==> src/rtl/solver_arbiter_if.sv <==
// Shared-solver bus between the arbiter and a single solver instance.
//   master : arbiter side; drives the start pulse and operands, receives result/status.
//   slave  : solver side; mirror of master.
// Signals:
//   solver_enable  one-cycle start pulse
//   solver_x       8-bit signed operand
//   solver_a/b/c   16-bit signed coefficients
//   solver_y       16-bit signed result
//   solver_ready   solver idle, can accept a start
//   solver_valid   result available (taken on its rising edge)
interface solver_arbiter_if;
  logic               solver_enable;
  logic signed [7:0]  solver_x;
  logic signed [15:0] solver_a;
  logic signed [15:0] solver_b;
  logic signed [15:0] solver_c;
  logic signed [15:0] solver_y;
  logic               solver_ready;
  logic               solver_valid;

  modport master (
    output solver_enable,
    output solver_x,
    output solver_a,
    output solver_b,
    output solver_c,
    input  solver_y,
    input  solver_ready,
    input  solver_valid
  );

  modport slave (
    input  solver_enable,
    input  solver_x,
    input  solver_a,
    input  solver_b,
    input  solver_c,
    output solver_y,
    output solver_ready,
    output solver_valid
  );
endinterface

==> src/rtl/solver_arbiter.sv <==
// Two-requester round-robin arbiter in front of one shared solver.
// Each requester owns a one-entry slot: a start pulse latches its operands and
// holds the slot busy until a result (or timeout abort) is returned on y/err
// with a one-cycle done pulse for that requester.
// Ports:
//   clock, reset        single clock, synchronous active-high reset
//   req0/x0/a0/b0/c0    requester 0 start pulse and operands
//   busy0, done0        requester 0 slot occupied / result strobe
//   req1 ... done1      same for requester 1
//   y, err              result and abort flag, meaningful in a done cycle
//   idle                FSM idle and both slots empty
//   sbus                shared solver bus (master side)
module solver_arbiter #(
  parameter int unsigned TIMEOUT = 64
) (
  input  logic               clock,
  input  logic               reset,

  input  logic               req0,
  input  logic signed [7:0]  x0,
  input  logic signed [15:0] a0,
  input  logic signed [15:0] b0,
  input  logic signed [15:0] c0,
  output logic               busy0,
  output logic               done0,

  input  logic               req1,
  input  logic signed [7:0]  x1,
  input  logic signed [15:0] a1,
  input  logic signed [15:0] b1,
  input  logic signed [15:0] c1,
  output logic               busy1,
  output logic               done1,

  output logic signed [15:0] y,
  output logic               err,
  output logic               idle,

  solver_arbiter_if.master   sbus
);

  localparam int unsigned    CntW    = $clog2(TIMEOUT) + 1;
  localparam logic [CntW-1:0] CntLast = CntW'(TIMEOUT - 1);
  localparam logic [CntW-1:0] CntMax  = '1;

  typedef enum logic [1:0] {
    StIdle,
    StWaitValid,
    StWaitReady
  } state_e;

  state_e             state_q;

  // Requester slots.
  logic               busy0_q, busy1_q;
  logic signed [7:0]  x0_q, x1_q;
  logic signed [15:0] a0_q, b0_q, c0_q;
  logic signed [15:0] a1_q, b1_q, c1_q;

  // Registered outputs.
  logic               done0_q, done1_q;
  logic signed [15:0] y_q;
  logic               err_q;
  logic               en_q;
  logic signed [7:0]  sx_q;
  logic signed [15:0] sa_q, sb_q, sc_q;

  // Service bookkeeping.
  logic               owner_q;  // slot currently in service
  logic               ptr_q;    // slot served last
  logic [CntW-1:0]    cnt_q;
  logic               valid_q;

  // Next-cycle helpers.
  logic               grant1;
  logic               valid_rise;
  logic [CntW-1:0]    cnt_inc;
  logic               tmo;

  always_comb begin
    // Tie goes to the slot not served last; otherwise whichever is pending.
    grant1 = 1'b0;
    if (busy0_q && busy1_q) begin
      grant1 = ~ptr_q;
    end else begin
      grant1 = busy1_q;
    end

    // Only a fresh 0->1 transition counts, so a level held over from an
    // earlier operation cannot complete the current one.
    valid_rise = sbus.solver_valid & ~valid_q;

    // Saturating so the counter can never wrap back into range.
    cnt_inc = (cnt_q == CntMax) ? cnt_q : cnt_q + 1'b1;
    tmo     = (cnt_inc >= CntLast);
  end

  always_ff @(posedge clock) begin
    if (reset) begin
      state_q <= StIdle;
      busy0_q <= 1'b0;
      busy1_q <= 1'b0;
      x0_q    <= '0;
      a0_q    <= '0;
      b0_q    <= '0;
      c0_q    <= '0;
      x1_q    <= '0;
      a1_q    <= '0;
      b1_q    <= '0;
      c1_q    <= '0;
      done0_q <= 1'b0;
      done1_q <= 1'b0;
      y_q     <= '0;
      err_q   <= 1'b0;
      en_q    <= 1'b0;
      sx_q    <= '0;
      sa_q    <= '0;
      sb_q    <= '0;
      sc_q    <= '0;
      owner_q <= 1'b0;
      ptr_q   <= 1'b1;
      cnt_q   <= '0;
      valid_q <= 1'b0;
    end else begin
      valid_q <= sbus.solver_valid;
      done0_q <= 1'b0;
      done1_q <= 1'b0;
      en_q    <= 1'b0;

      if (req0 && !busy0_q) begin
        busy0_q <= 1'b1;
        x0_q    <= x0;
        a0_q    <= a0;
        b0_q    <= b0;
        c0_q    <= c0;
      end
      if (req1 && !busy1_q) begin
        busy1_q <= 1'b1;
        x1_q    <= x1;
        a1_q    <= a1;
        b1_q    <= b1;
        c1_q    <= c1;
      end

      unique case (state_q)
        StIdle: begin
          // In IDLE no slot is in service, so busy means pending.
          if ((busy0_q || busy1_q) && sbus.solver_ready) begin
            owner_q <= grant1;
            sx_q    <= grant1 ? x1_q : x0_q;
            sa_q    <= grant1 ? a1_q : a0_q;
            sb_q    <= grant1 ? b1_q : b0_q;
            sc_q    <= grant1 ? c1_q : c0_q;
            en_q    <= 1'b1;
            cnt_q   <= '0;
            state_q <= StWaitValid;
          end
        end

        StWaitValid: begin
          // A valid edge coinciding with the timeout still wins.
          if (valid_rise || tmo) begin
            y_q   <= valid_rise ? sbus.solver_y : '0;
            err_q <= ~valid_rise;
            if (owner_q) begin
              done1_q <= 1'b1;
              busy1_q <= 1'b0;
            end else begin
              done0_q <= 1'b1;
              busy0_q <= 1'b0;
            end
            ptr_q   <= owner_q;
            state_q <= StWaitReady;
          end else begin
            cnt_q <= cnt_inc;
          end
        end

        StWaitReady: begin
          if (sbus.solver_ready && !sbus.solver_valid) begin
            state_q <= StIdle;
          end
        end

        default: state_q <= StIdle;
      endcase
    end
  end

  assign busy0 = busy0_q;
  assign busy1 = busy1_q;
  assign done0 = done0_q;
  assign done1 = done1_q;
  assign y     = y_q;
  assign err   = err_q;
  assign idle  = (state_q == StIdle) && !busy0_q && !busy1_q;

  assign sbus.solver_enable = en_q;
  assign sbus.solver_x      = sx_q;
  assign sbus.solver_a      = sa_q;
  assign sbus.solver_b      = sb_q;
  assign sbus.solver_c      = sc_q;

endmodule
==> src/flat_wrapper.sv <==
// flat-port wrapper written by rule: the top's interface ports become plain ports
module solver_arbiter_flat 
#(
  parameter int unsigned TIMEOUT = 64
)
  (clock, reset, req0, x0, a0, b0, c0, busy0, done0, req1, x1, a1, b1, c1, busy1, done1, y, err, idle, sbus_solver_enable, sbus_solver_x, sbus_solver_a, sbus_solver_b, sbus_solver_c, sbus_solver_y, sbus_solver_ready, sbus_solver_valid);
  solver_arbiter_if sbus_i ();
  input  logic clock;
  input  logic reset;
  input  logic req0;
  input  logic signed [7:0] x0;
  input  logic signed [15:0] a0;
  input  logic signed [15:0] b0;
  input  logic signed [15:0] c0;
  output logic busy0;
  output logic done0;
  input  logic req1;
  input  logic signed [7:0] x1;
  input  logic signed [15:0] a1;
  input  logic signed [15:0] b1;
  input  logic signed [15:0] c1;
  output logic busy1;
  output logic done1;
  output logic signed [15:0] y;
  output logic err;
  output logic idle;
  output wire logic [$bits(sbus_i.solver_enable)-1:0] sbus_solver_enable;
  output wire logic [$bits(sbus_i.solver_x)-1:0] sbus_solver_x;
  output wire logic [$bits(sbus_i.solver_a)-1:0] sbus_solver_a;
  output wire logic [$bits(sbus_i.solver_b)-1:0] sbus_solver_b;
  output wire logic [$bits(sbus_i.solver_c)-1:0] sbus_solver_c;
  input wire logic [$bits(sbus_i.solver_y)-1:0] sbus_solver_y;
  input wire logic [$bits(sbus_i.solver_ready)-1:0] sbus_solver_ready;
  input wire logic [$bits(sbus_i.solver_valid)-1:0] sbus_solver_valid;
  assign sbus_solver_enable = sbus_i.solver_enable;
  assign sbus_solver_x = sbus_i.solver_x;
  assign sbus_solver_a = sbus_i.solver_a;
  assign sbus_solver_b = sbus_i.solver_b;
  assign sbus_solver_c = sbus_i.solver_c;
  assign sbus_i.solver_y = sbus_solver_y;
  assign sbus_i.solver_ready = sbus_solver_ready;
  assign sbus_i.solver_valid = sbus_solver_valid;
  solver_arbiter #(.TIMEOUT(TIMEOUT)) u_core (.clock(clock), .reset(reset), .req0(req0), .x0(x0), .a0(a0), .b0(b0), .c0(c0), .busy0(busy0), .done0(done0), .req1(req1), .x1(x1), .a1(a1), .b1(b1), .c1(c1), .busy1(busy1), .done1(done1), .y(y), .err(err), .idle(idle), .sbus(sbus_i));
endmodule
==> config.mk <==
export PLATFORM = sky130hd
export DESIGN_NAME = solver_arbiter_flat
export DESIGN_NICKNAME = d
export VERILOG_FILES = /design/src/rtl/solver_arbiter_if.sv /design/src/rtl/solver_arbiter.sv /design/src/flat_wrapper.sv
export SDC_FILE = /design/constraint.sdc
export NUM_CORES = 1
export LEC_CHECK = 0
export ABC_AREA = 0
export CAP_MARGIN = 0
export CORE_MARGIN = 1
export CORE_UTILIZATION = 40
export CTS_BUF_LIST = sky130_fd_sc_hd__clkbuf_2 sky130_fd_sc_hd__clkbuf_4 sky130_fd_sc_hd__clkbuf_8
export CTS_CLUSTER_DIAMETER = 60
export CTS_CLUSTER_SIZE = 8
export DETAILED_ROUTE_END_ITERATION = 8
export PLACE_DENSITY = 0.71
export SYNTH_ARGS = -nofsm -noshare
export SYNTH_HDL_FRONTEND = slang
export SYNTH_SLANG_ARGS = --single-unit
==> constraint.sdc <==
create_clock -name clock -period 1.6 [get_ports clock]
set_input_delay 0.24 -clock clock [delete_from_list [all_inputs] [get_ports clock]]
set_output_delay 0.24 -clock clock [all_outputs]
set_load 0.02 [all_outputs]
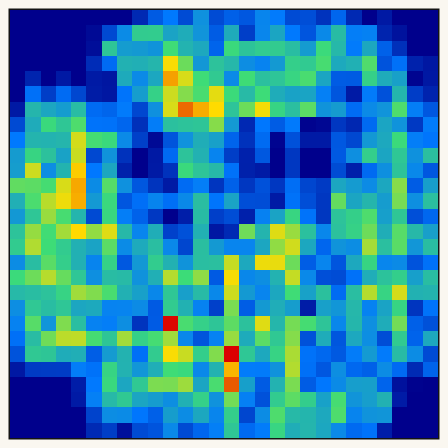
*Signal metal coverage by tile, run 1*
The die is cut into 28 by 28 equal tiles; dark blue is low, red is high, scaled to the fullest tile. Values are wire area over tile area, all layers added.
- nearly empty tiles: 9.7%
- mean over tiles: 0.17
- tiles over half the peak: 16%

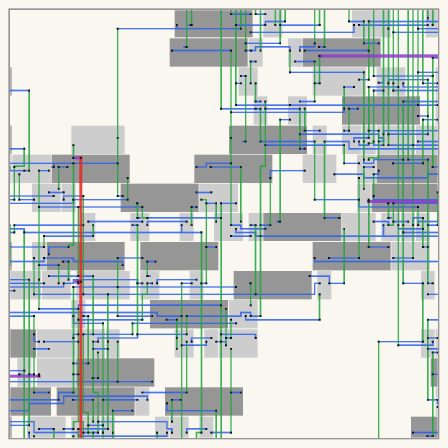
*Zoomed window, run 1*
Window x 15 to 55, y 85 to 125 µm. Cells in grey, sequential cells in the stronger grey; small squares are vias.
- metal 4: red
- metal 2: green
- metal 3: purple
- metal 1: blue
- sequential cells in the window: 20
- most frequent: nand2_1 (21), dfxtp_1 (20), a21oi_1 (10)
- netlist names of flops here include: u_core.a0_q (7), u_core.a1_q (6), u_core.sbus.solver_a (6)
- cells with their middle in the window: 79

==> results.json, run 1 <==
{
  "status": "finished, violations left",
  "violations": "setup timing",
  "end_kind": "output pin",
  "flop_area_um2": 4050,
  "tightest_slew_ns": 0.447,
  "drive_gt1_frac": 0.108,
  "most_common_cell": "nand2_1",
  "drc": 0,
  "clk-power_w": 0.00336,
  "comb_share": 0.312,
  "drt_iter0_drc": 251,
  "slew_headroom": 0.701,
  "rsz0062_at_grt": "true",
  "p_clk_frac": 0.310,
  "grt_use_met2": 0.357,
  "setup_ws_ns": -0.0621,
  "worst-path-buf-inv": 1,
  "path_cells": "nor4_2, buf_4",
  "reg2reg_slack_ns": -0.02,
  "buf_share": 0.247,
  "cts_root_buf": "clkbuf_8",
  "portBuffers": 212,
  "nNonClkBuffers": 263,
  "diodes": 0,
  "critical_path_depth": 2,
  "fillers": 1634,
  "p_int_w": 0.00792,
  "dp.cells": 1278,
  "sh_seq_area": 0.376,
  "ir_drop_mv": 0.578,
  "synthAdderAreaFrac": 0.00165,
  "synth-edff-count": 0,
  "die_height_um": 140,
  "cap_violations": 0,
  "min_period_ns": 1.66,
  "cts-hold-fix-buffers": 1,
  "fin_area_um2": 10800,
  "routed_via_density": 5.04,
  "hp-start": "a1[0]",
  "pg_comb_w": 0.00195,
  "yosys_area_um2": 7570,
  "clk_share": 0.0386,
  "num_vias": 6642,
  "synth_flops": 202,
  "fp.coreArea_um2": 18300,
  "tap-cell-count": 229,
  "synth_area_um2": 7570,
  "first_pass_iters": 4,
  "yosysSeqAreaShare": 0.534,
  "grt_max_degree": 67,
  "start_kind": "flop",
  "top_logic_kind": "simple AND/OR/NAND/NOR gates",
  "rows": 49,
  "max_freq_mhz": 602,
  "place_area_um2": 10300,
  "leakagePower_nw": 4.29,
  "path_class": "reg -> out",
  "syn-mean-instance-area_um2": 8.81,
  "required_ns": 1.36,
  "finalHoldViolCount": 0,
  "grt_use_met3": 0.0444,
  "cp_max_fo": 4,
  "p_comb_frac": 0.180,
  "clkLatencyLatePin_ns": 0.54,
  "grt_pass1_wl_mm": 31.9,
  "dp_hpwl_mm": 13.4,
  "area_growth_pct": 42.1,
  "area_leaders": "dfxtp_1, nand2_1, a21oi_1",
  "ctsResizeCount": 94,
  "synth_area_leader_cell": "dfxtp_1",
  "fin_crit_sh": 1.04,
  "crit_start": "u_core.busy0$_SDFF_PP0_",
  "busiest_layer": "met2",
  "p_seq_frac": 0.510,
  "r2r-end": "u_core.cnt_q[1]$_SDFFE_PP0P_",
  "slew_viol_final": 0,
  "fin_util": 0.589,
  "min_to": "u_core.a1_q[0]$_SDFFE_PP0P_",
  "fp.dieW_um": 140,
  "ys_types": 43,
  "ys_sh_mux": 0.0753,
  "setup_viol_count_final": 19,
  "holdPathStages": 3
}
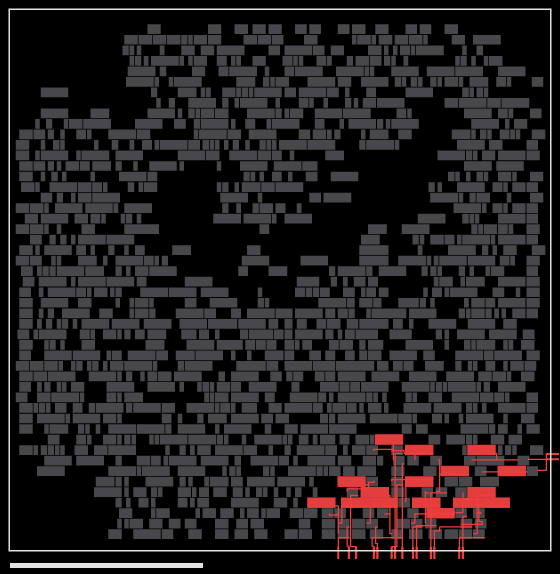
*I/O nets highlighted, run 1*
The bar under the picture is 50 µm long.
- y: red (direction output; edge 14 bottom, 2 right; end cells 16; buffers 16; wire 418 µm)

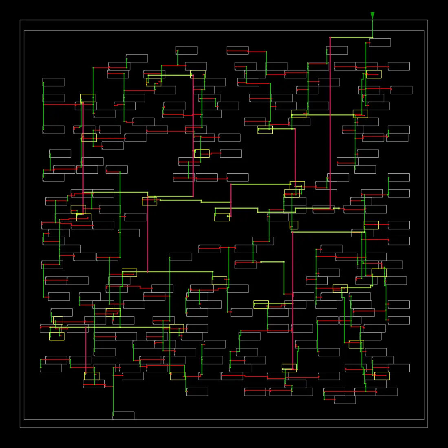
*Clock wiring as the flow saved it, run 1*
Layout clock buffers: 29
Flops: 202

run 1: per-stage QoR:
stage,TNS (ns),hold slack [ns]
2_1_floorplan,0,0.350
3_3_place_gp,-8.36,0.442
3_5_place_dp,-9.65,0.446
4_1_cts,-0.993,0.204
5_1_grt,-2.05,0.228
6_report,-0.199,0.242
run 1: cells by family (layout without fill, tap and decap cells):
logic type	Yosys count	after routing
AND/OR/NAND/NOR	329	329
AND-OR/OR-AND	203	203
flip-flops	202	202
buffers and inverters	66	294
multiplexers	57	57
XOR/XNOR	2	2
adder cells (fa/ha/maj)	1	1
run 1: worst reg2reg max path, cell delays in order, from the launching register on:
cell,delay (ns)
dfxtp_2,0.34
ha_4,0.17
and3_4,0.20
a2111oi_4,0.27
buf_4,0.19
and2_4,0.16
nand3b_1,0.10
a21oi_1,0.06
==> run 2: changes to the inputs <==
Settings changed: MAX_ROUTING_LAYER from default to met4.
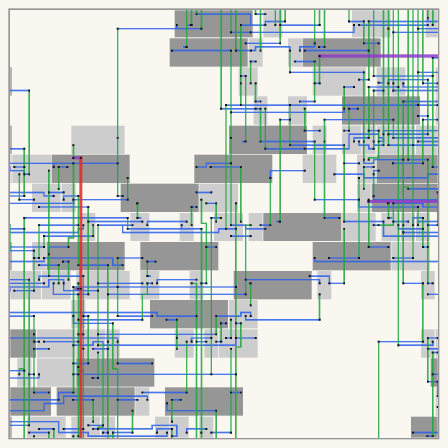
*Zoomed window, run 2*
Window x 15 to 55, y 85 to 125 µm. Cells in grey, sequential cells in the stronger grey; small squares are vias.
- metal 2: green
- metal 3: purple
- metal 4: red
- metal 1: blue
- cells with their middle in the window: 79
- netlist names of flops here include: u_core.a0_q (7), u_core.a1_q (6), u_core.sbus.solver_a (6)
- most frequent: nand2_1 (21), dfxtp_1 (20), a21oi_1 (10)
- sequential cells in the window: 20

==> run 2 against run 1 <==
The flow still finishes with violations (setup timing). Worst setup slack improved by 0.0036 ns. Largest power group unchanged. First-iteration DRC count down 8.4%. Routed wire length about the same. Critical path depth unchanged. Cell area unchanged. Hold slack improved by 0.0031 ns. Synthesized cell count unchanged. Sequential power about the same. Synthesized area stayed put. Core utilization is the same. Maximum frequency is 0.22% higher.
==> results.json, run 2 <==
{
  "rsz0062_at_grt": "true",
  "clk-power_w": 0.00336,
  "drive_gt1_frac": 0.108,
  "dp_hpwl_mm": 13.4,
  "buf_share": 0.247,
  "drc": 0,
  "use_met1": 0.248,
  "p_comb_frac": 0.180,
  "portBuffers": 212,
  "sh_seq_area": 0.376,
  "drt_iter0_drc": 230,
  "status": "finished, violations left",
  "gp_congestion": 0.821,
  "synth_area_um2": 7570,
  "place_area_um2": 10300,
  "fp.coreArea_um2": 18300,
  "fp.dieW_um": 140,
  "synth-edff-count": 0,
  "busiest_layer": "met2",
  "final_cell_mix": "nand2_1, dfxtp_1, clkdlybuf4s50_1",
  "fin_crit_sh": 1.04,
  "start_kind": "flop",
  "p_int_w": 0.00792,
  "leakagePower_nw": 4.29,
  "cts-hold-fix-buffers": 1,
  "grt_pass1_wl_mm": 31.8,
  "yosysSeqAreaShare": 0.534,
  "synth_stat.cells": 860,
  "tap-cell-count": 229,
  "worst-path-buf-inv": 1,
  "grt_overflow": 0,
  "clkLatencyLatePin_ns": 0.54,
  "flop_area_um2": 4050,
  "cts_sinks": 202,
  "grt_use_met2": 0.357,
  "clkbuf_count": 29,
  "first_pass_iters": 4,
  "ir_drop_mv": 0.578,
  "fin_tns_setup_ns": -0.208,
  "path_class": "reg -> out",
  "tightest_slew_ns": 0.445,
  "clk_share": 0.0386,
  "violations": "setup timing",
  "fin_util": 0.589,
  "area_growth_pct": 42.1,
  "cp_max_fo": 4,
  "syn-mean-instance-area_um2": 8.81,
  "diodes": 0,
  "hold_slack_ns": 0.245,
  "min_period_ns": 1.66,
  "comb_share": 0.312,
  "flop-count": 202,
  "setup_ws_ns": -0.0585,
  "p_seq_frac": 0.510,
  "rows": 49,
  "yosys_area_um2": 7570,
  "most_common_cell": "nand2_1",
  "end_kind": "output pin",
  "slew_viol_final": 0,
  "path_cells": "nor4_2, buf_4",
  "cap_violations": 0,
  "fillers": 1634,
  "max_freq_mhz": 603,
  "num_vias": 6652,
  "setup_viol_count_final": 21,
  "synth_area_leader_cell": "dfxtp_1",
  "routed_via_density": 5.05,
  "cts_root_buf": "clkbuf_8",
  "pg_comb_w": 0.00195
}
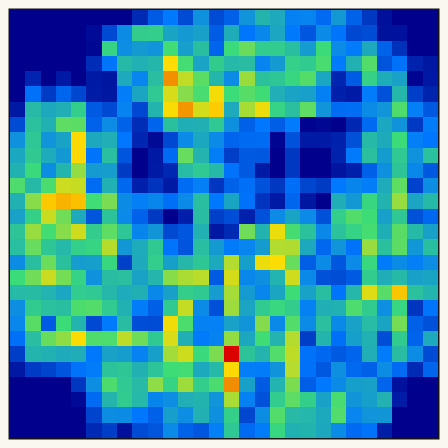
*Signal metal coverage by tile, run 2*
The die is cut into 28 by 28 equal tiles; dark blue is low, red is high, scaled to the fullest tile. Values are wire area over tile area, all layers added.
- emptiest ninth of the die: top left
- mean over tiles: 0.16
- fullest tile: 0.52
- nearly empty tiles: 10%
- tiles over half the peak: 16%

-- run 2: final timing paths --
kind,start,endpoint,slack [ns],cells after the start
setup / recovery,u_core.busy0$_SDFF_PP0_,idle,-0.06,2
hold / removal,a1[0],u_core.a1_q[0]$_SDFFE_PP0P_,0.24,3
setup reg to reg,u_core.cnt_q[1]$_SDFFE_PP0P_,u_core.busy0$_SDFF_PP0_,-0.02,7
hold reg to reg,u_core.a1_q[5]$_SDFFE_PP0P_,u_core.a1_q[5]$_SDFFE_PP0P_,0.45,2
-- run 2: kinds of logic after synthesis --
family	count (synthesis)	share of synthesized area
AND-OR/OR-AND	203	0.170
XOR/XNOR	2	0.00231
adder cells (fa/ha/maj)	1	0.00165
buffers and inverters	66	0.0390
flip-flops	202	0.534
multiplexers	57	0.0753
AND/OR/NAND/NOR	329	0.177
Power figures rest on the tool's default switching activity, not on a simulated workload.
